`src/rtl/keypad_scanner.sv`:
```
// Purpose : 4x4 keypad scanner; one active-low column at a time, 2-flop row sync, tick-based debounce, one code per press.
// Latency : press-to-key_valid = 2 sync cycles + column wait (<= 4*SCAN_DIV) + (DEBOUNCE_N-1)*SCAN_DIV + 1 cycle.
// Backpr. : none; key_valid is a 1-cycle pulse that the consumer must take when it appears.
//
// Ports:
//   CLK, RESET (sync, active-high), EN (0 = idle, columns released)
//   kb_row    : raw active-low rows, asynchronous to CLK
//   kb_col    : active-low column drive, at most one bit low
//   key_code  : last accepted key, changes only with key_valid or reset
//   key_valid : 1-cycle accept pulse
//   key_held  : high from accept until the release is debounced
// Optional feature: define KEYPAD_REPEAT_EN to build the auto-repeat hold counter.
module keypad_scanner #(
  parameter int SCAN_DIV     = 10,
  parameter int DEBOUNCE_N   = 4,
  parameter int REPEAT_DELAY = 50,
  parameter int REPEAT_RATE  = 20
) (
  input  logic       CLK,
  input  logic       RESET,
  input  logic       EN,
  input  logic [3:0] kb_row,
  output logic [3:0] kb_col,
  output logic [3:0] key_code,
  output logic       key_valid,
  output logic       key_held
);

  localparam int DIV_W = $clog2(SCAN_DIV);
  localparam int CNT_W = $clog2(DEBOUNCE_N + 1);
  localparam logic [DIV_W-1:0] DIV_LAST = DIV_W'(SCAN_DIV - 1);
  localparam logic [CNT_W-1:0] CNT_LAST = CNT_W'(DEBOUNCE_N - 1);

  typedef enum logic [1:0] {S_SCAN, S_DEBOUNCE, S_HELD} state_t;

  state_t           r_state;
  logic [3:0]       r_row_s1;
  logic [3:0]       r_row_s2;
  logic [DIV_W-1:0] r_div;
  logic [1:0]       r_col;
  logic [1:0]       r_cand_row;
  logic [CNT_W-1:0] r_cnt;
  logic [CNT_W-1:0] r_rel_cnt;
  logic [3:0]       r_kb_col;
  logic [3:0]       r_key_code;
  logic             r_key_valid;
  logic             r_key_held;

`ifdef KEYPAD_REPEAT_EN
  localparam int HOLD_W = $clog2(((REPEAT_DELAY > REPEAT_RATE) ? REPEAT_DELAY : REPEAT_RATE) + 1);
  localparam logic [HOLD_W-1:0] DELAY_V = HOLD_W'(REPEAT_DELAY);
  localparam logic [HOLD_W-1:0] RATE_V  = HOLD_W'(REPEAT_RATE);
  logic [HOLD_W-1:0] r_hold;
  logic              r_rep_first;   // next repeat uses the initial delay
  logic [HOLD_W-1:0] w_hold_inc;
  logic [HOLD_W-1:0] w_hold_tgt;
  assign w_hold_inc = r_hold + HOLD_W'(1);
  assign w_hold_tgt = r_rep_first ? DELAY_V : RATE_V;
`endif

  logic       w_tick;
  logic       w_single;
  logic [1:0] w_row_idx;
  logic       w_cand_low;
  logic [1:0] w_col_next;

  assign w_tick     = (r_div == DIV_LAST);
  assign w_cand_low = ~r_row_s2[r_cand_row];
  assign w_col_next = r_col + 2'd1;

  // A sample qualifies only when exactly one row is pulled low.
  always_comb begin
    w_single  = 1'b0;
    w_row_idx = 2'd0;
    case (r_row_s2)
      4'b1110: begin w_single = 1'b1; w_row_idx = 2'd0; end
      4'b1101: begin w_single = 1'b1; w_row_idx = 2'd1; end
      4'b1011: begin w_single = 1'b1; w_row_idx = 2'd2; end
      4'b0111: begin w_single = 1'b1; w_row_idx = 2'd3; end
      default: begin w_single = 1'b0; w_row_idx = 2'd0; end
    endcase
  end

  function automatic logic [3:0] key_map(input logic [1:0] row, input logic [1:0] col);
    logic [3:0] code;
    case ({row, col})
      4'h0: code = 4'h1;  4'h1: code = 4'h2;  4'h2: code = 4'h3;  4'h3: code = 4'hA;
      4'h4: code = 4'h4;  4'h5: code = 4'h5;  4'h6: code = 4'h6;  4'h7: code = 4'hB;
      4'h8: code = 4'h7;  4'h9: code = 4'h8;  4'hA: code = 4'h9;  4'hB: code = 4'hC;
      4'hC: code = 4'hE;  4'hD: code = 4'h0;  4'hE: code = 4'hF;  default: code = 4'hD;
    endcase
    return code;
  endfunction

  function automatic logic [3:0] col_drive(input logic [1:0] col);
    return ~(4'b0001 << col);
  endfunction

  always_ff @(posedge CLK) begin
    if (RESET) begin
      r_row_s1    <= 4'hF;
      r_row_s2    <= 4'hF;
      r_state     <= S_SCAN;
      r_div       <= '0;
      r_col       <= 2'd0;
      r_cand_row  <= 2'd0;
      r_cnt       <= '0;
      r_rel_cnt   <= '0;
      r_kb_col    <= 4'b1110;
      r_key_code  <= 4'h0;
      r_key_valid <= 1'b0;
      r_key_held  <= 1'b0;
`ifdef KEYPAD_REPEAT_EN
      r_hold      <= '0;
      r_rep_first <= 1'b1;
`endif
    end else begin
      r_row_s1    <= kb_row;
      r_row_s2    <= r_row_s1;
      r_key_valid <= 1'b0;
      if (!EN) begin
        r_state    <= S_SCAN;
        r_div      <= '0;
        r_col      <= 2'd0;
        r_cnt      <= '0;
        r_rel_cnt  <= '0;
        r_kb_col   <= 4'b1111;
        r_key_held <= 1'b0;
`ifdef KEYPAD_REPEAT_EN
        r_hold      <= '0;
        r_rep_first <= 1'b1;
`endif
      end else begin
        r_div    <= w_tick ? '0 : r_div + DIV_W'(1);
        r_kb_col <= col_drive(r_col);   // overridden below when the column advances
        if (w_tick) begin
          case (r_state)
            S_SCAN: begin
              if (w_single) begin
                r_cand_row <= w_row_idx;
                r_cnt      <= CNT_W'(1);
                r_state    <= S_DEBOUNCE;
              end else begin
                r_col    <= w_col_next;
                r_kb_col <= col_drive(w_col_next);
              end
            end
            S_DEBOUNCE: begin
              if (w_single && (w_row_idx == r_cand_row)) begin
                if (r_cnt == CNT_LAST) begin
                  // Column is frozen, so r_col is still the candidate column.
                  r_key_code  <= key_map(w_row_idx, r_col);
                  r_key_valid <= 1'b1;
                  r_key_held  <= 1'b1;
                  r_rel_cnt   <= '0;
                  r_state     <= S_HELD;
`ifdef KEYPAD_REPEAT_EN
                  r_hold      <= '0;
                  r_rep_first <= 1'b1;
`endif
                end else begin
                  r_cnt <= r_cnt + CNT_W'(1);
                end
              end else begin
                r_cnt    <= '0;
                r_state  <= S_SCAN;
                r_col    <= w_col_next;
                r_kb_col <= col_drive(w_col_next);
              end
            end
            default: begin  // S_HELD
              if (!w_cand_low) begin
`ifdef KEYPAD_REPEAT_EN
                r_hold <= '0;
`endif
                if (r_rel_cnt == CNT_LAST) begin
                  r_key_held <= 1'b0;
                  r_rel_cnt  <= '0;
                  r_cnt      <= '0;
                  r_state    <= S_SCAN;
                  r_col      <= w_col_next;
                  r_kb_col   <= col_drive(w_col_next);
                end else begin
                  r_rel_cnt <= r_rel_cnt + CNT_W'(1);
                end
              end else begin
                r_rel_cnt <= '0;
`ifdef KEYPAD_REPEAT_EN
                if (w_hold_inc == w_hold_tgt) begin
                  r_key_valid <= 1'b1;
                  r_hold      <= '0;
                  r_rep_first <= 1'b0;
                end else begin
                  r_hold <= w_hold_inc;
                end
`endif
              end
            end
          endcase
        end
      end
    end
  end

  assign kb_col    = r_kb_col;
  assign key_code  = r_key_code;
  assign key_valid = r_key_valid;
  assign key_held  = r_key_held;

endmodule

```
`config.mk`:
```
export PLATFORM = sky130hd
export DESIGN_NAME = keypad_scanner
export DESIGN_NICKNAME = d
export VERILOG_FILES = /design/src/rtl/keypad_scanner.sv
export SDC_FILE = /design/constraint.sdc
export NUM_CORES = 1
export LEC_CHECK = 0
export CAP_MARGIN = 20
export CORE_MARGIN = 2
export CORE_UTILIZATION = 57
export DETAILED_ROUTE_END_ITERATION = 7
export HOLD_SLACK_MARGIN = 0.06
export PLACE_DENSITY = 0.91
export SLEW_MARGIN = 15
export SYNTH_ARGS = -nofsm -noshare
export SYNTH_HDL_FRONTEND = slang
export SYNTH_SLANG_ARGS = --single-unit
export TNS_END_PERCENT = 50
```
`constraint.sdc`:
```
create_clock -name CLK -period 2.2 [get_ports CLK]
set_input_delay 0.33 -clock CLK [delete_from_list [all_inputs] [get_ports CLK]]
set_output_delay 0.33 -clock CLK [all_outputs]
set_load 0.02 [all_outputs]
```
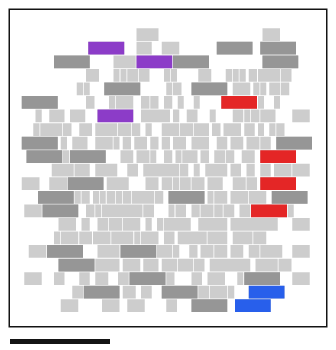
Fig. 1. Sequential cells colored by netlist name (run 1).
The bar under the picture is 20 um long.
- `r_cand_row`: blue (flops 2)
- `r_cnt`: purple (flops 3)
- `kb_col`: red (flops 4; where middle right)
Seq/total area: 30.11%
Layout Utilization: 67.22%
sequential power: 0.633 mW
FF+latch area: 680.7 sq um

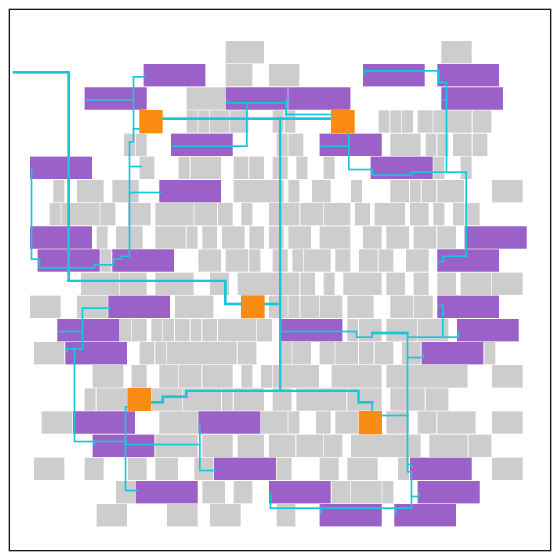
Fig. 2. Routed clock nets over the placement (run 1).
- clock wires: cyan (length 430 um)
- clock-net drivers: orange (count 5)
- flip-flops: purple (count 34)
- flops lie: spread over the die

==> metrics.yaml, run 1 <==
drv_cap: 0
sw_frac_of_total_pct: 25.41
yosys_most_used_dff: "dfxtp_1"
drv_slew: 0
grt_pass1_wl_mm: 7.541
diodes: 0
final_antenna_net_count: 0
ys_sh_xor_pct: 2.548
yosys-top-cells-count: "dfxtp_1, nand2_1, nor2_1"
cts_setup_buffers: 0
synth.area.mux_share_pct: 8.204
core_util_floorplan_pct: 59.86
ys_seq_share_pct: 33.81
port-buffer-count: 16
yosys.cell_types.count: 57
htree_levels: 2
clock-sinks: 34
route.vias.total: 1729
chipArea_sq_mm: 0.004023
nNonClkInverters: 9
setup_viol: 0
intPower_mw: 0.8310
coreArea_sq_mm: 0.003363
drc: 0
yosys.area_share.simple_pct: 22.31
timing.setup.tns_ps: 0
top_logic_kind: "simple AND/OR/NAND/NOR gates"
hold_viol: 0
wire_per_inst_um: 15.43
outcome: "finished, final reports clean"
tightest_slew_ps: 472.4
pwr_density_cell_mw_per_mm2: 492.8
crit_chain: "or3b_4, a21o_1, a21oi_4, or4_1, a21oi_1"
min_period_ps: 1993
worstHoldPathType: "flop to flop"
top_area_share_pct: 33.81
tap_cells: 46
yosys.cell_count.top_type: "dfxtp_1"
cp.required_ps: 2480
drive_gt1_share_pct: 15.06
power-top-group: "sequential cells"
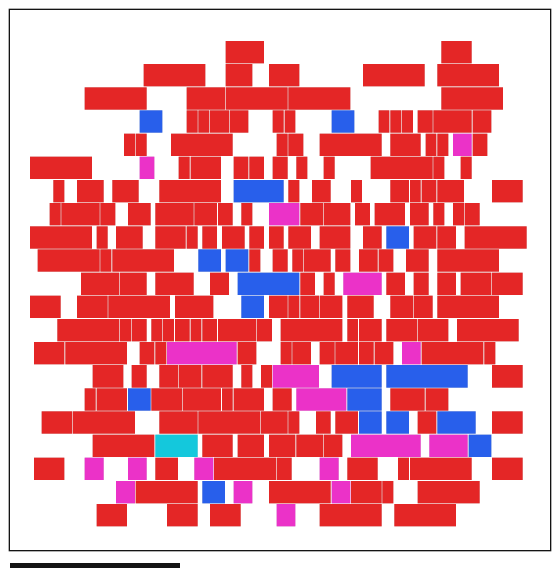
Fig. 3. Cell sizes after repair (run 1).
The bar under the picture is 20 um long.
- x2: magenta (cells 18)
- x6 and larger: cyan (cells 1)
- x3 and x4: blue (cells 17)
- x1 and smaller: red (cells 203)

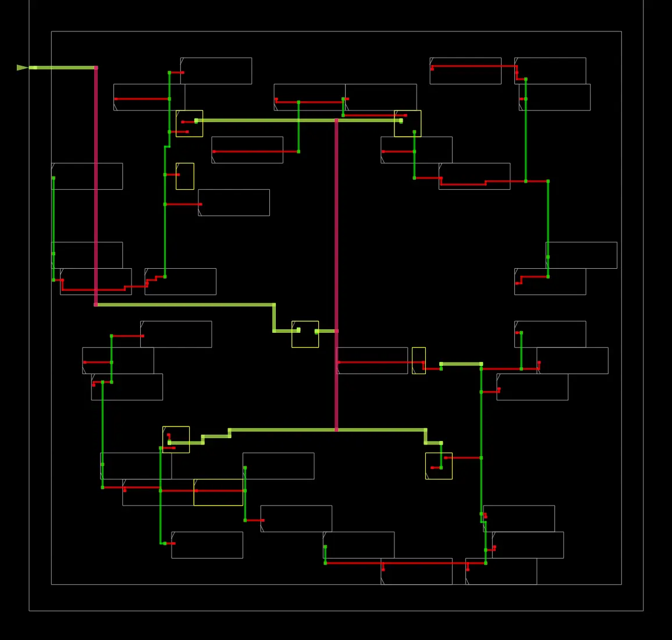
Fig. 4. Clock nets (run 1).
Num CTS Buffers: 5
flip-flops: 34
clkbuf count: 7
clk_skew: 12.50 ps
Clock Power: 0.367 mW

## run 1: cells in the final DEF, fill, tap and decap left out, types with 3 or more instances in the layout
cell             count
a21o_1               4
a21oi_1             11
a31oi_1              4
and3_1               3
buf_4                6
clkbuf_4             5
clkdlybuf4s50_1     16
dfxtp_1             34
ha_1                11
inv_1                9
mux2i_1             12
nand2_1             19
nand3_1              5
nand3b_1             4
nor2_1              18
nor4_1               3
o21ai_0              7
o21ai_1              4
o22ai_1              3
or2_2               10
## run 1: critical path, delay by kind of cell (launching register included)
kind,cells,cell delay [ps]
AND/OR/NAND/NOR,2,740
AND-OR/OR-AND,3,640
flip-flops,1,560
## run 1: layer usage
metal / vias up / global-route usage [%] / wire [um]
met5: - / 0 / 0
met4: 0 / 11.14 / 93
met3: 11 / 7.143 / 360
met2: 74 / 37.37 / 2038
met1: 811 / 29.97 / 1906
li1: 833 / - / -
## run 1: path summary, 6_finish.rpt
check,to,start,cells past startpoint
max,r_col[0]$_SDFFE_PP0P_,r_row_s2[0]$_SDFF_PP1_,5
min,r_row_s2[0]$_SDFF_PP1_,r_row_s1[0]$_SDFF_PP1_,1
max reg2reg,r_col[0]$_SDFFE_PP0P_,r_row_s2[0]$_SDFF_PP1_,5
min reg2reg,r_row_s2[0]$_SDFF_PP1_,r_row_s1[0]$_SDFF_PP1_,1
## run 1: through the flow
stage                     power, mW  area (sq um)  std cells  util, %
after CTS                     1.120          2261        285    67.22
final                         1.114          2261        285    67.22
after global placement       0.7542          2201        277    65.44
after global routing          1.164          2261        285    67.22
after detailed placement     0.7578          2201        277    65.44
after floorplan              0.7256          2013        221        -
Fig. 5: run 1, placement by cell class
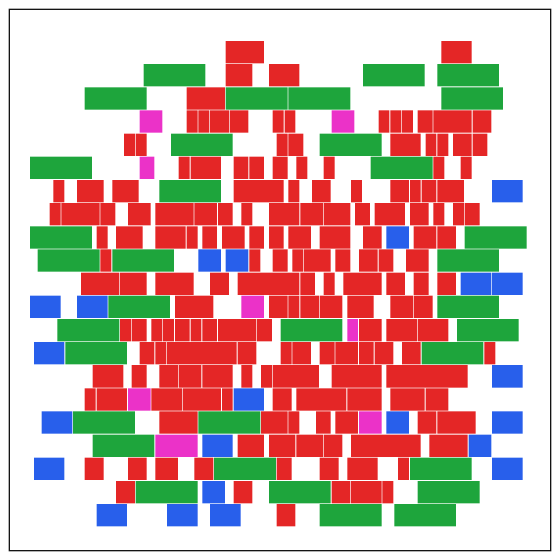

==> inputs of run 2 (changes only) <==
--- a/config.mk
+++ b/config.mk
@@ -6,9 +6,12 @@
 export NUM_CORES = 1
 export LEC_CHECK = 0
 export CAP_MARGIN = 20
+export CELL_PAD_IN_SITES_DETAIL_PLACEMENT = 2
+export CELL_PAD_IN_SITES_GLOBAL_PLACEMENT = 2
 export CORE_MARGIN = 2
-export CORE_UTILIZATION = 57
+export CORE_UTILIZATION = 36
 export DETAILED_ROUTE_END_ITERATION = 7
+export GPL_TIMING_DRIVEN = 0
 export HOLD_SLACK_MARGIN = 0.06
 export PLACE_DENSITY = 0.91
 export SLEW_MARGIN = 15
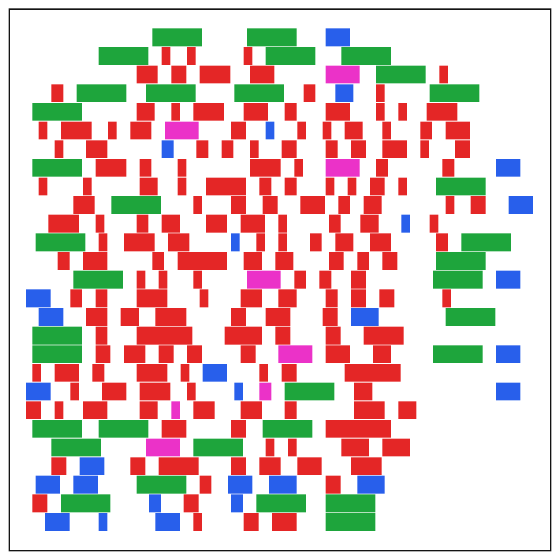
Fig. 6. Placement by cell class (run 2).
- sequential cells: green (cells 34)
- remaining buffers and delay cells: blue (cells 28)
- remaining logic cells: red (cells 175)
- clock drivers and dummy loads: magenta (cells 8)

==> run 2 against run 1 <==
Wire length increased by 32%. Clock power increased by 32%. Clock-buffer cell count unchanged. Maximum frequency decreased by 0.74%. Register-to-register slack about the same. Worst setup slack got worse by 15 ps. Non-clock buffer count increased by 6. Critical endpoint is now r_cnt[2]$_SDFFE_PP0P_. Highest routed layer unchanged.
==> metrics.yaml, run 2 <==
hold_viol: 0  # unchanged
port-buffer-count: 16  # unchanged
wire_per_inst_um: 18.28  # +18%
numCtsBuffers: 5  # unchanged
clock-sinks: 34  # unchanged
startpoint: "r_row_s2[1]$_SDFF_PP1_"
crit_path_end: "r_cnt[2]$_SDFFE_PP0P_"
diodes: 0  # unchanged
intPower_mw: 0.9288  # +12%
chipArea_sq_mm: 0.006206  # +54%
drive_gt1_share_pct: 15.10  # +0.039 points
htree_levels: 2  # unchanged
tightest_slew_ps: 534.9  # +62.51 ps
ys_seq_share_pct: 33.81  # unchanged
yosys_most_used_dff: "dfxtp_1"
coreArea_sq_mm: 0.005439  # +62%
cp.required_ps: 2400  # -80 ps
route.vias.total: 1766  # +2.1%
sw_frac_of_total_pct: 25.05  # -0.37 points
hold_depth: 1  # unchanged
skew_ps: 3.003  # -9.494 ps
regToRegStartpoint: "r_row_s2[1]$_SDFF_PP1_"
p_total_mw: 1.239  # +11%
core_util_floorplan_pct: 37.01  # -23 points
rr_endpoint: "r_cnt[2]$_SDFFE_PP0P_"
outcome: "finished, final reports clean"
lay_top_count: "dfxtp_1"
lay_top_cells: "dfxtp_1, nand2_1, nor2_1"
ff_latch_area_sq_um: 680.7  # unchanged
final_antenna_net_count: 0  # unchanged
post-route-util_pct: 43.29  # -24 points
reg2reg_depth: 6  # +1
drv_slew: 0  # unchanged
pwr_density_cell_mw_per_mm2: 526.2  # +6.8%
min_to: "r_row_s2[0]$_SDFF_PP1_"
placed_cells: 309  # +12%
yosys-top-cells-count: "dfxtp_1, nand2_1, nor2_1"
synth.area.mux_share_pct: 8.204  # unchanged
setup_viol: 0  # unchanged
yosys.cell_count.top_type: "dfxtp_1"
top_logic_kind: "simple AND/OR/NAND/NOR gates"
yosys.area_share.simple_pct: 22.31  # unchanged
ys_sh_xor_pct: 2.548  # unchanged
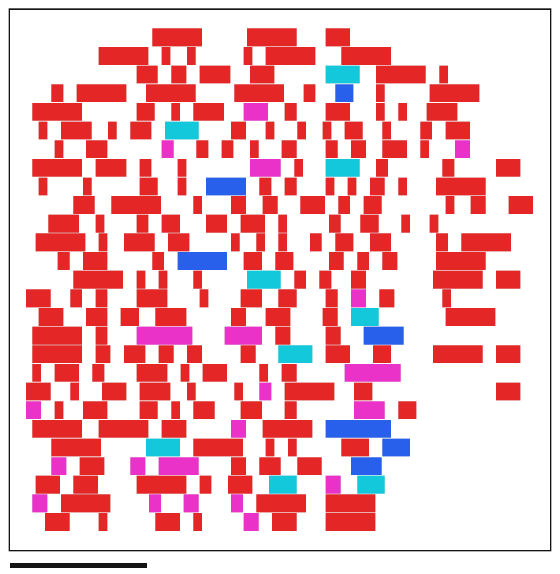
Fig. 7. Cell sizes after repair (run 2).
The bar under the picture is 20 um long.
- x3 and x4: blue (cells 7)
- x6 and larger: cyan (cells 9)
- x2: magenta (cells 21)
- x1 and smaller: red (cells 208)

run 2: cell count changes in the layout (fill, tap and decap cells not counted), sizes merged:
cell | previous run | this run
clkbuf | 7 | 12
buf | 6 | 7
run 2: kinds of logic after synthesis:
group,Yosys count
AND/OR/NAND/NOR,82
flip-flops,34
adder cells (fa/ha/maj),11
XOR/XNOR,5
buffers and inverters,21
AND-OR/OR-AND,54
multiplexers,14
run 2: per-stage QoR:
stage | hold WS [ps] | instance area, sq um
floorplan | 389.5 | 2013
global placement | 390.7 | 2263
detailed placement | 400.0 | 2263
CTS | 424.9 | 2355
global route | 438.0 | 2355
finish | 419.0 | 2355
run 2: power by group through the flow:
stage | clock network, mW | registers, mW | logic [mW]
2_1_floorplan | 0 | 0.643 | 0.0827
3_3_place_gp | 0 | 0.642 | 0.117
3_5_place_dp | 0 | 0.643 | 0.123
4_1_cts | 0.503 | 0.629 | 0.126
5_1_grt | 0.525 | 0.630 | 0.139
6_report | 0.484 | 0.629 | 0.126
run 2: worst max-delay path: stages (launching register included):
cell      delay (ps)
dfxtp_1          300
buf_2            180
nor3b_2          280
o2111a_1         330
o21ai_1          180
or3_1            420
o32ai_1          220
run 2: area by class of cell:
cell class,count,area share (%)
tap,72,3.826
timing repair buffer,16,6.801
multi-input combinational,166,51.97
clock buffer,7,3.666
buffer,12,3.188
clock inverter,1,0.2125
inverter,9,1.435
sequential,34,28.91
run 2: routing by layer:
layer / wire, um / vias to the layer above / share of wire, % / global-route usage, %
met5: 0 / - / 0 / 0
met4: 76 / 0 / 1.3 / 6.316
met3: 162 / 6 / 2.8 / 3.750
met2: 2867 / 29 / 49 / 36.41
met1: 2690 / 889 / 46 / 25.97
li1: - / 842 / - / -
Fig. 8: run 2, sequential cells colored by netlist name
The bar under the picture is 20 um long.
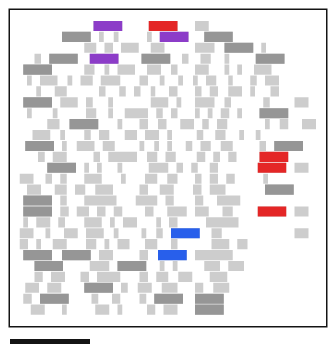

==> inputs of run 3 (changes only) <==
--- a/config.mk
+++ b/config.mk
@@ -5,11 +5,13 @@
 export SDC_FILE = /design/constraint.sdc
 export NUM_CORES = 1
 export LEC_CHECK = 0
+export ABC_AREA = 1
 export CAP_MARGIN = 20
 export CELL_PAD_IN_SITES_DETAIL_PLACEMENT = 2
 export CELL_PAD_IN_SITES_GLOBAL_PLACEMENT = 2
 export CORE_MARGIN = 2
-export CORE_UTILIZATION = 36
+export CORE_UTILIZATION = 32
+export CTS_CLUSTER_DIAMETER = 150
 export DETAILED_ROUTE_END_ITERATION = 7
 export GPL_TIMING_DRIVEN = 0
 export HOLD_SLACK_MARGIN = 0.06
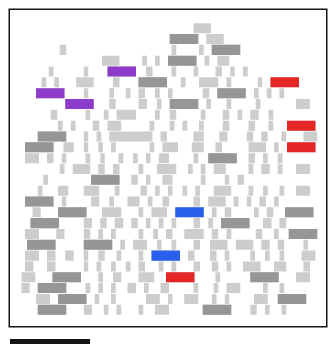
Fig. 9. Sequential cells colored by netlist name (run 3).
The bar under the picture is 20 um long.
- `r_cand_row`: blue (flops 2)
- `kb_col`: red (flops 4)
- `r_cnt`: purple (flops 3)
- not colored: 25
Seq/total area: 31.26%
Layout Utilization: 39.54%
sequential power: 0.631 mW

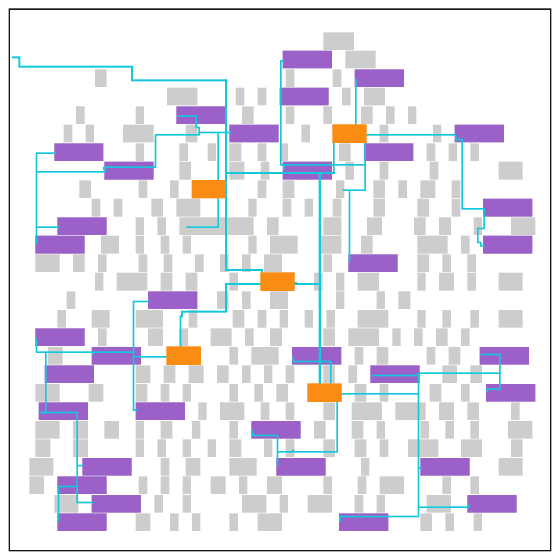
Fig. 10. Routed clock nets over the placement (run 3).
- flip-flops: purple (count 34)
- clock wires: cyan (length 544 um)
- clock-net drivers: orange (count 5)
- flops lie: spread over the die
Latency at later pin: 300 ps
clk_skew: 12.68 ps

==> run 3 against run 2 <==
Utilization fell by 3.8 points. First-iteration DRC count decreased by 45%. Worst setup slack better by 44 ps. Area after synthesis fell by 9.7%. Global-route usage fell by 2.0 points. Largest cell class unchanged.
==> metrics.yaml, run 3 <==
outcome: "finished, final reports clean"
drv_slew: 0  # unchanged
signal_buffers: 17  # -39%
p_comb_mw: 0.107  # -20%
cp.required_ps: 2450  # +50 ps
numCtsBuffers: 5  # unchanged
lay_top_count: "nand2_1"
wire_per_inst_um: 14.78  # -19%
pwr_density_cell_mw_per_mm2: 604.1  # +15%
highest_layer: "met4"
bufAreaShareNonClock_pct: 7.529  # -2.5 points
grt_use_met3_pct: 2.715  # -1.0 points
nNonClkInverters: 43  # +34
nMultiInputCombCells: 182  # +9.6%
reg2reg_depth: 11  # +5
met3_length_um: 114  # -30%
busiest_layer: "met2"
setup_viol: 0  # unchanged
drive_gt1_share_pct: 11.27  # -3.8 points
clkCellAreaFrac_pct: 4.885  # +1.0 points
p_total_mw: 1.315  # +6.1%
hold_viol: 0  # unchanged
ff_latch_area_sq_um: 680.7  # unchanged
clock-sinks: 34  # unchanged
route.vias.total: 1743  # -1.3%
tap_cells: 72  # unchanged
slowest_delay_ps: 450  # +30 ps
run 3: netlist changes by cell type after synthesis, moves of 8 or more:
cell | before | now
inv_1 | 9 | 40
mux2i_1 | 12 | 0
nand2_1 | 19 | 61
nand3_1 | 5 | 13
nor2_1 | 18 | 28
o21ai_0 | 7 | 17
run 3: what timing repair did:
| item | CTS | global route |
|---|---|---|
| buffers inserted | 0 | 0 |
| endpoints found under the setup margin | 1 | 0 |
| resized | 1 | 0 |
run 3: stage by stage:
| step | hold WS, ps | utilization (%) | setup slack (ps) |
|---|---|---|---|
| after global routing | 424.5 | 39.54 | 37.16 |
| after floorplan | 389.5 | - | 779.5 |
| after detailed placement | 399.2 | 37.56 | -268.2 |
| after CTS | 416.0 | 39.54 | 208.3 |
| final | 410.8 | 39.54 | 237.0 |
| after global placement | 390.0 | 37.56 | -166.6 |
run 3: cells by family after synthesis:
| family | Yosys count | synth area share, % |
|---|---|---|
| xor gates and xnor gates | 2 | 0.9637 |
| AOI/OAI and AO/OA | 39 | 11.91 |
| adders and majority gates | 11 | 7.570 |
| buffers and inverters | 44 | 9.084 |
| DFF | 34 | 37.44 |
| and+or+nand+nor | 130 | 33.04 |
run 3: how the worst max path moves through the flow:
stage / endpoint / depth (start not counted) / slack (ps) / from
3_5_place_dp: key_code[3]$_SDFFE_PP0P_ / 9 / -270 / EN
5_1_grt: key_code[3]$_SDFFE_PP0P_ / 9 / 40 / EN
2_1_floorplan: key_code[2]$_SDFFE_PP0P_ / 12 / 780 / r_row_s2[3]$_SDFF_PP1_
6_report: key_code[3]$_SDFFE_PP0P_ / 9 / 240 / EN
3_3_place_gp: key_code[3]$_SDFFE_PP0P_ / 9 / -170 / EN
4_1_cts: key_code[3]$_SDFFE_PP0P_ / 9 / 210 / EN
No activity file was given, so power comes from the tool's default toggle rates.
